Design barrett_reduce_pipe, sky130hd; sources not shown.
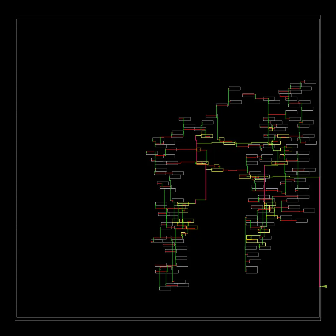
Fig. 1. The clock network.
worst skew pair latency: 0.43 ns
clock buffers: 17

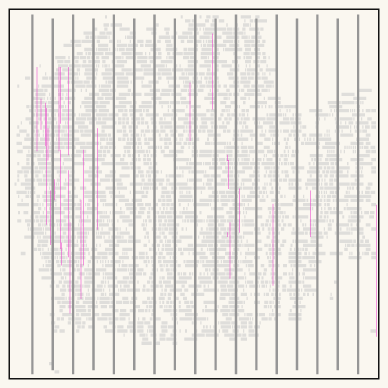
Fig. 2. Signal wires on met4.
(1.5 px per um) Supply wires on this layer in grey. Cells faint in the background.
The layer holds 2.0% of the routed length. 23 nets have wire on it. The wires run mostly vertical. The longest straight run is 87.7 um.
vias: 15952
final wirelength: 58.84 mm

==> results.yml <==
# generated from flow reports
yosys:
  synth-main-ff-cell: "dfrtp_1"
  ys_seq_share: 0.1515
  synth_top_cell_by_area: "fa_1"
  ys_warn_count: 0
  top_cell_area_share: 0.3486
  yosysChipArea_mm2: 0.02131
  syn_inst: 2102
  synthesis.nets: 2886
  syn_area_per_cell_um2: 10.14
  ys_cells: 2102
  syn_area_mm2: 0.02131
  edf_count: 0
  top_cells_by_count: "inv_1, fa_1, ha_1"
  synthTopCellsByArea: "fa_1, ha_1, dfrtp_1, inv_1, nand2_1"
  async_flop_share: 1.000
  synth_flops: 129
  ys_types: 66
global_route:
  grt_use_met3: 0.01585
  met2_usage: 0.3367
  grt_antenna_before_repair: 1
  grt_usage: 0.2010
  grt_use_met1: 0.2821
  grt_pass1_wl_mm: 93.80
  grt_pass1_vias: 17242
  grt_max_degree: 75
  overflow: 0
  busiest_layer: "met2"
clock_network:
  clkTransAtPathRegs_ns: 0.07
  hold_buffers: 0
  ctsResizeCount: 180
  clockBufferDepth: 2
  cts_setup_buffers: 45
  cts_tree: "yes"
  cts_max_level: 4
  cts_sinks: 129
timing:
  hold_viol: 0
  tightest_slew_ns: 0.9103
  maxSlewHeadroom: 0.3931
  clock_skew_ns: 0.01823
  setup_ws_ns: -0.9240
  tns_ns: -14.83
  rsz0062_at_grt: "yes"
  clock.fmax_ghz: 0.1487
  setup_violations: 21
  drv_slew: 0
  period_needed_ns: 6.724
  final.period_utilization: 1.159
run_status:
  status: "finished, violations left"
  violations: "negative setup slack"
critical_path:
  cp_common_cell: "fa_1"
  crit_arrival_ns: 7.00
  crit_path_start_kind: "input pin"
  cp.required_ns: 6.08
  end_kind: "register"
  ff2ff_setup_slack_ns: 0.49
  slowest_delay_ns: 0.60
  ff2ff_path_depth: 15
  worst-setup-path-type: "in2reg"
  critPathMaxFanout: 6
  cp_slowest_cell: "fa_1"
floorplanning:
  rows: 88
  die_w_um: 245.3
  fp_util: 0.3665
  chipArea_mm2: 0.06016
  pin_count: 71
  core_mm2: 0.05814
detailed_routing:
  drc: 0
  ant_nets: 0
  initialDrtViolationCount: 933
  wl_per_cell_um: 17.92
  vias_per_cell: 4.859
  first_pass_iters: 7
flow_run:
  warning_count: 41
  cap_viol_max_count: 0
finish:
  utilization: 0.4656
  drive_gt1_frac: 0.2295
  nNetsFinal: 3289
  fin_area_mm2: 0.02707
  antenna_cells: 0
  final_cells: 3283
  largest_reg_flops: 33
place:
  dpl_cell_area_mm2: 0.02526
  routabilityCongestion: 0.9389
  numPortBuffers: 70
  hpwl_mm: 50.58
  place_inst: 3193
min_path:
  hp-class: "in2async"
==> cell usage in the layout, fill, tap and decap left out, types with 8 or more instances in the layout <==
master	synthesis	final
buf_4	0	318
buf_6	0	34
and3_1	13	10
nor2_1	94	89
fa_1	371	339
inv_2	0	26
a21oi_2	1	16
clkbuf_16	0	17
xnor2_1	30	28
nand2_1	193	187
ha_1	368	333
a21o_1	46	46
nand3_1	14	13
clkdlybuf4s50_1	0	42
dfrtp_1	129	129
fa_2	0	32
a31oi_1	11	11
a21oi_1	101	81
ha_4	0	33
inv_1	418	392
nand4_1	13	13
o21ai_0	82	64
o21ai_1	17	24
xor2_1	33	32
o21ai_2	0	8
==> logic make-up (layout without fill, tap and decap cells) <==
logic type	after synthesis	in the layout	synth area share
XOR/XNOR	63	63	0.02590
AND-OR/OR-AND	326	326	0.09366
adder cells (fa/ha/maj)	739	739	0.5647
AND/OR/NAND/NOR	390	390	0.08350
flip-flops	129	129	0.1515
multiplexers	2	2	0.0009982
buffers and inverters	453	869	0.07980
==> layout make-up <==
| class | count | area, um2 |
|---|---|---|
| repair buffers | 418 | 3391 |
| inverters | 419 | 1575 |
| flip-flops and latches | 129 | 3228 |
| well taps | 765 | 957.2 |
| clock buffers | 17 | 425.4 |
| fillers | 5437 | 31070 |
| multi-input cells | 1520 | 17330 |
| clock inverters | 15 | 160.2 |
==> worst max-delay path: cells and delay by family <==
kind	cells	cell delay, ns
buf+inv	9	0.96
compound gates	7	0.98
xor+xnor	1	0.21
fa+ha+maj	8	3.93
simple gates	1	0.04
==> per-layer routing <==
metal	wire (um)	vias to the layer above
met5	0	-
met4	1168	0
met3	2005	56
met2	28050	298
met1	27620	7964
li1	-	7634
